## config.mk

```make
export PLATFORM = sky130hd
export DESIGN_NAME = advanced_digital_clock
export DESIGN_NICKNAME = d
export VERILOG_FILES = /design/src/rtl/advanced_digital_clock.sv
export SDC_FILE = /design/constraint.sdc
export NUM_CORES = 1
export LEC_CHECK = 0
export ABC_AREA = 1
export CORE_MARGIN = 1.5
export CORE_UTILIZATION = 55
export DETAILED_ROUTE_END_ITERATION = 6
export PLACE_DENSITY = 0.8
export SLEW_MARGIN = 0
export SYNTH_ARGS = -nofsm -noshare
export SYNTH_HDL_FRONTEND = slang
export SYNTH_SLANG_ARGS = --single-unit
```

## constraint.sdc

```tcl
create_clock -name clk -period 2.4 [get_ports clk]
set_clock_uncertainty 0.05 [all_clocks]
set_input_delay 0.48 -clock clk [delete_from_list [all_inputs] [get_ports clk]]
set_output_delay 0.48 -clock clk [all_outputs]
set_load 0.02 [all_outputs]
```

## src/rtl/advanced_digital_clock.sv

```systemverilog
// Real-time 1 Hz clock with 24/12-hour display, synchronous time load,
// alarm with fixed ring length, and snooze that re-arms a few minutes later.
module advanced_digital_clock #(
    parameter int unsigned SNOOZE_MIN = 5,
    parameter int unsigned RING_SEC   = 60
) (
    input  logic       clk,
    input  logic       rst_n,
    input  logic       switch,
    input  logic       setTime,
    input  logic [5:0] setMin,
    input  logic [4:0] setHrs,
    input  logic       setAM,
    input  logic       setPM,
    input  logic [5:0] alarmmin,
    input  logic [4:0] alarmhr,
    input  logic       alarmAM,
    input  logic       alarmPM,
    input  logic       snooze,
    output logic [5:0] min,
    output logic [4:0] hrs,
    output logic       AM,
    output logic       PM,
    output logic       alarm
);

    localparam int unsigned CW = $clog2(RING_SEC + 1);

    logic [5:0]    sec, mn;
    logic [4:0]    hr;
    logic          ring;
    logic [CW-1:0] ring_cnt;
    logic          snz_pend;
    logic [4:0]    snz_hr;
    logic [5:0]    snz_mn;

    logic [5:0]    nsec, nmn;
    logic [4:0]    nhr;
    logic [5:0]    load_conv, alm_conv;
    logic          alarm_hit, snz_hit;
    logic [6:0]    mn_sum;
    logic [5:0]    tgt_mn;
    logic [4:0]    tgt_hr;

    // Bit 5 = valid, bits 4:0 = hour in 24-hour form.
    function automatic logic [5:0] to24(input logic [4:0] h, input logic am, input logic pm);
        logic [5:0] r;
        r = '0;
        if (am == pm) begin
            if (h <= 5'd23) r = {1'b1, h};
        end else if (h >= 5'd1 && h <= 5'd12) begin
            if (am) r = {1'b1, (h == 5'd12) ? 5'd0 : h};
            else    r = {1'b1, (h == 5'd12) ? 5'd12 : h + 5'd12};
        end
        return r;
    endfunction

    always_comb begin
        load_conv = to24(setHrs, setAM, setPM);
        alm_conv  = to24(alarmhr, alarmAM, alarmPM);

        nsec = sec;
        nmn  = mn;
        nhr  = hr;
        if (setTime) begin
            nsec = '0;
            nmn  = (setMin <= 6'd59) ? setMin : 6'd0;
            nhr  = load_conv[5] ? load_conv[4:0] : 5'd0;
        end else if (sec == 6'd59) begin
            nsec = '0;
            if (mn == 6'd59) begin
                nmn = '0;
                nhr = (hr == 5'd23) ? 5'd0 : hr + 5'd1;
            end else begin
                nmn = mn + 6'd1;
            end
        end else begin
            nsec = sec + 6'd1;
        end

        // Matches are taken against the time being registered this edge, so a load can trigger.
        alarm_hit = alm_conv[5] && (alarmmin <= 6'd59) && (nsec == 6'd0) &&
                    (nmn == alarmmin) && (nhr == alm_conv[4:0]);
        snz_hit   = snz_pend && (nsec == 6'd0) && (nmn == snz_mn) && (nhr == snz_hr);

        mn_sum = {1'b0, mn} + 7'(SNOOZE_MIN);
        tgt_hr = hr;
        tgt_mn = mn_sum[5:0];
        if (mn_sum >= 7'd60) begin
            tgt_mn = 6'(mn_sum - 7'd60);
            tgt_hr = (hr == 5'd23) ? 5'd0 : hr + 5'd1;
        end
    end

    always_ff @(posedge clk or negedge rst_n) begin
        if (!rst_n) begin
            sec      <= '0;
            mn       <= '0;
            hr       <= '0;
            ring     <= 1'b0;
            ring_cnt <= '0;
            snz_pend <= 1'b0;
            snz_hr   <= '0;
            snz_mn   <= '0;
        end else begin
            sec <= nsec;
            mn  <= nmn;
            hr  <= nhr;
            if (alarm_hit || snz_hit) begin
                ring     <= 1'b1;
                ring_cnt <= '0;
                if (snz_hit) snz_pend <= 1'b0;
            end else if (ring && snooze) begin
                ring     <= 1'b0;
                ring_cnt <= '0;
                snz_pend <= 1'b1;
                snz_hr   <= tgt_hr;
                snz_mn   <= tgt_mn;
            end else if (ring) begin
                if (ring_cnt == CW'(RING_SEC - 1)) begin
                    ring     <= 1'b0;
                    ring_cnt <= '0;
                end else begin
                    ring_cnt <= ring_cnt + CW'(1);
                end
            end
        end
    end

    always_comb begin
        min   = mn;
        alarm = ring;
        hrs   = hr;
        AM    = 1'b0;
        PM    = 1'b0;
        if (switch) begin
            hrs = (hr >= 5'd12) ? hr - 5'd12 : hr;
            if (hrs == 5'd0) hrs = 5'd12;
            AM = (hr < 5'd12);
            PM = ~AM;
        end
    end

endmodule

```

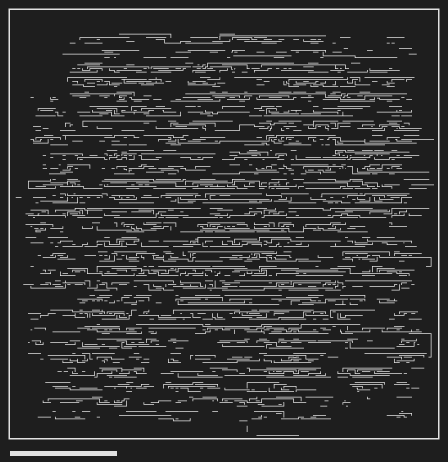
**Above:** signal wires on met1.
Scale bar: 20 um.
The layer holds 37% of the routed length. The wires run mostly horizontal. The longest straight run is 26.2 um. 646 nets have wire on it.

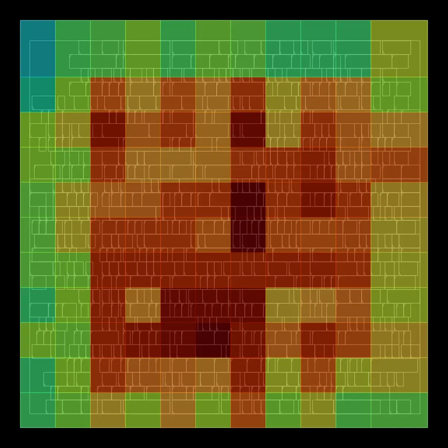
**Above:** routing congestion map.
global-route met1 utilization: 37.73%
routing layer with the top usage in global route: met2
met3 usage in global routing: 4.659%

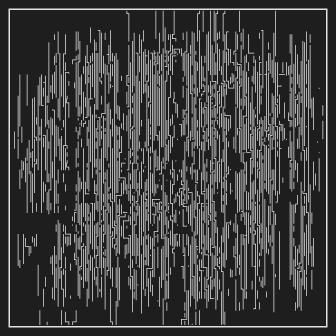
**Above:** M2 wires.
616 nets have wire on it. The longest straight run is 37.1 um. The wires run mostly vertical.

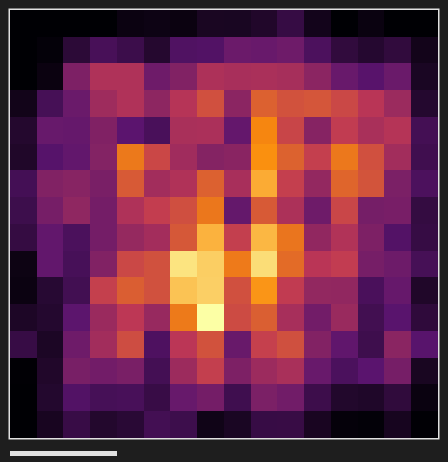
**Above:** wiring heat map.
Scale bar: 20 um. The die is cut into 16 by 16 equal tiles; black is low, pale yellow is high, scaled to the fullest tile. Values are wire area over tile area, all layers added.
22% of the tiles are over half the peak. 6.2% of the tiles are nearly empty. The mean over all tiles is 0.31. The densest ninth of the die: centre. The fullest tile reaches 0.95.

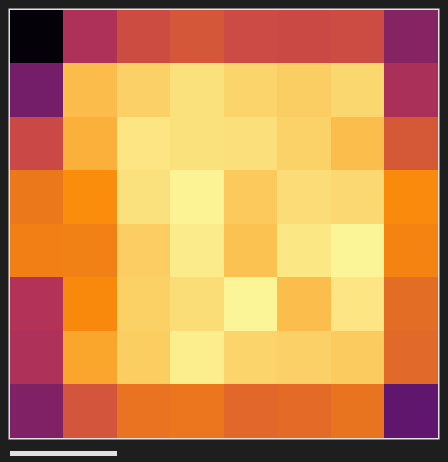
**Above:** cell density map.
Scale bar: 20 um. The die is cut into 8 by 8 equal tiles; black is low, pale yellow is high, 0 to 100% covered.
The fullest tile reaches 98%. The densest ninth of the die: centre. 1.6% of the tiles are nearly empty. The emptiest ninth of the die: north-west.

==> deck_impl_summary.md <==
Run Summary

Status
  – Result of the run: finished, violations left
  – Failing checks: negative setup slack

Setup path
  – Arrival time of data at the critical path endpoint: 2.15 ns
  – Crit Path Class: register to primary output
  – Launch point of the worst reg-to-reg path: sec[1]
  – Beginning of the critical path: hr[1]
  – Crit path max fanout: 2
  – Flop2flop setup slack: -0.20 ns
  – Kind of capture point of the worst setup path: primary output

Clock tree
  – Clock slew at reported path FFs: 0.08 ns
  – Buffer depth of the longest clock path: 2
  – Maximum level of the CTS H-tree: 2
  – Clock tree from TritonCTS: built
  – Sink count of the clock tree: 36
  – Clock tree root buffer cell: clkbuf_8
  – Number of CTS-inserted buffers: 5

Power and ir drop
  – Reported leakage power: 2.560 nW
  – Power per Cell Area: 442.5 nW/um2
  – Worst vdd rail ir drop: 0.2700 mV

Hold path
  – Source of the worst hold timing path: snz_hr[3]
  – Hold/Removal Path Class: register to register
  – Worst hold path cell count: 2

Routing
  – Routed length per placed instance: 16.22 um
  – Routed length on met3: slightly above 1000 um
  – Iteration-0 DRC count of the detailed router: ~620
  – Final routed wirelength across all metal layers: about 12000 um
  – Routed length on met2: 6009 um
  – Pre-Repair DR Iteration Count: 7
  – DRC violations left: 0
  – DR vias/cell: about 5.9
  – Number of nets still failing antenna checks after routing: 0
  – Total number of vias: 4299
  – Highest metal layer with signal wires: met4

Timing
  – Time the final worst path needs with I/O delays and setup: approximately 2.7 ns
  – Total count of max-transition violations in the final report: 0
  – Slew margin rel.: 66.99%
  – Worst Tran Pin Value: roughly 0.50 ns
  – Total Negative Setup Slacks: -4.043 ns
  – Max Clk Rate: 372.9 MHz
  – Minimum setup slack in the final design: -0.2817 ns
  – Final hold violations: 0
  – Count of endpoints failing setup in the final report: 23
  – RSZ-0062 raised after global routing: yes

Synthesis
  – Seq/Total Area, Yosys: between 20% and 30%
  – Ys flops: 36
  – Post-Synth XOR/XNOR Area: 3.210%
  – Count of library flops with an enable pin: 0
  – Synth Flop Type: dfrtp_1
  – Portion of netlist area occupied by mux cells: 0%
  – Net count of the mapped netlist: around 580
  – Tally of unique sky130hd cells used after synthesis: 32
  – And+or+nand+nor area frac: a little under half
  – Largest combinational cell category by area: simple AND/OR/NAND/NOR gates
  – Cell total in the yosys stat output: 532
  – Yosys Warn Count: 0
  – Chip area estimate from yosys synthesis: 3274 um2
  – Avg Inst Size Synth: roughly 6.2 um2
  – Cells after Synth: around 530
  – Ys async rst share: 100.0%
  – Post-synthesis share of cell area spent on and-or and or-and gates: 8.101%

Layout
  – Sequential cell area: 900.9 um2
  – Layout Area Growth over Synthesis: 48.22%
  – Filler cell count in the final layout: 312
  – Number of antenna repair diodes: 0
  – Fraction of final layout cells with drive strength greater than 1: 28.27%

Floorplanning
  – Die outline area: 6426 um2
  – Initial Util: 58.04%
  – Die height: approximately 80 um
  – Standard-cell rows: 27

Global route
  – Global-route usage over all layers: 32.48%
  – Antenna violations before repair: 0
  – Vias in the first global route: 3799
  – Global-route wire length before repair: 16440 um
  – Global route total overflow: 0
  – Maximum number of pins on one net before global-route repair: 37

Place
  – Total cell area at the placement stage: 4274 um2
  – HPWL after detailed placement: 7314 um

Job
  – Number of maximum-capacitance violations: 0
  – OpenROAD warning count: 36
-- kinds of logic after synthesis --
kind of cell               Yosys count
buffers and inverters               82
and+or+nand+nor                    340
DFF                                 36
AOI/OAI and AO/OA                   48
adders and majority gates           14
xor gates and xnor gates            12
-- synthesized netlist by cell type (all sizes together) (2+ instances only) --
| master | instances | area, um2 |
|---|---|---|
| nand3 | 71 | 380.4 |
| nand3b | 6 | 45.04 |
| a22oi | 2 | 15.01 |
| buf | 8 | 51.29 |
| nor2 | 54 | 220.2 |
| inv | 71 | 266.5 |
| xnor2 | 3 | 26.28 |
| ha | 14 | 175.2 |
| a21oi | 25 | 128.9 |
| dfrtp | 36 | 900.9 |
| o21ai | 16 | 80.07 |
| clkbuf | 3 | 12.51 |
| nand4 | 16 | 100.1 |
| a31oi | 2 | 12.51 |
| xor2 | 9 | 78.83 |
| nand2 | 190 | 733.2 |
-- placed cells by master (no fill, tap or decap), drive strengths merged, types with 9 or more instances in the layout --
cell | Yosys | final
a21oi | 25 | 25
buf | 8 | 88
clkdlybuf4s50 | 0 | 30
dfrtp | 36 | 36
ha | 14 | 14
inv | 71 | 71
nand2 | 190 | 190
nand3 | 71 | 72
nand4 | 16 | 16
nor2 | 54 | 54
o21ai | 16 | 16
xor2 | 9 | 9
-- report_power, final --
part	internal (mW)	switching [mW]	leakage, nW
clock	0.234	0.246	0.0445
sequential	0.655	0.0522	0.467
combinational	0.419	0.542	2.05
-- state kept, by name, indices dropped and copies added (netlist names) --
| name | count |
|---|---|
| alarm | 1 |
| ring_cnt | 6 |
| snz_mn | 6 |
| min | 6 |
| hr | 5 |
| snz_hr | 5 |
| snz_pend | 1 |
| sec | 6 |
-- worst max-delay path by stage --
stage                     end
floorplan              hrs[3]
global placement    snz_hr[0]
detailed placement  snz_hr[0]
CTS                    hrs[1]
global route        snz_mn[3]
finish                 hrs[1]
-- layer usage --
metal | GRT usage, % | vias up
met4 | 13.10 | 0
met1 | 37.73 | 1988
li1 | - | 1955
met3 | 4.659 | 63
met5 | 0 | -
met2 | 59.24 | 293
-- layout make-up --
cell class / count / share of cell area, %
Inverter: 71 / 5.491
Multi-Input combinational cell: 415 / 48.98
Tap cell: 72 / 1.856
Clock inverter: 1 / 0.1547
Timing Repair Buffer: 128 / 23.18
Sequential cell: 36 / 18.56
Clock buffer: 7 / 1.779
-- critical path, stage by stage, from the launching register on --
cell and delay [ns]:
dfrtp_1 0.38, inv_2 0.08, ha_4 0.17, a21oi_2 0.16, buf_4 0.15, xor2_2 0.22
nand3_2 0.11, a21oi_2 0.15, buf_4 0.13, nand2_2 0.05, nand2_1 0.08, inv_1 0.05
buf_6 0.12
-- metrics by stage --
stage	cells	power, mW	worst slack (ns)	utilization [%]	hold slack (ns)
final	730	2.148	-0.2817	86.03	0.4667
after CTS	723	1.984	-0.09444	79.91	0.4510
after floorplan	532	1.121	0.05786	-	0.1344
after detailed placement	708	1.494	-0.4536	75.76	0.4330
after global placement	708	1.472	-0.3751	75.76	0.4278
after global routing	730	2.251	-0.3674	86.03	0.4998
-- what timing repair did --
item,CTS,global route
buffers inserted,7,8
setup endpoints to repair,24,24
gates resized,52,81
gates cloned,0,1
pin swaps,10,46
hold buffers,0,0
Power and IR drop assume default switching activity.
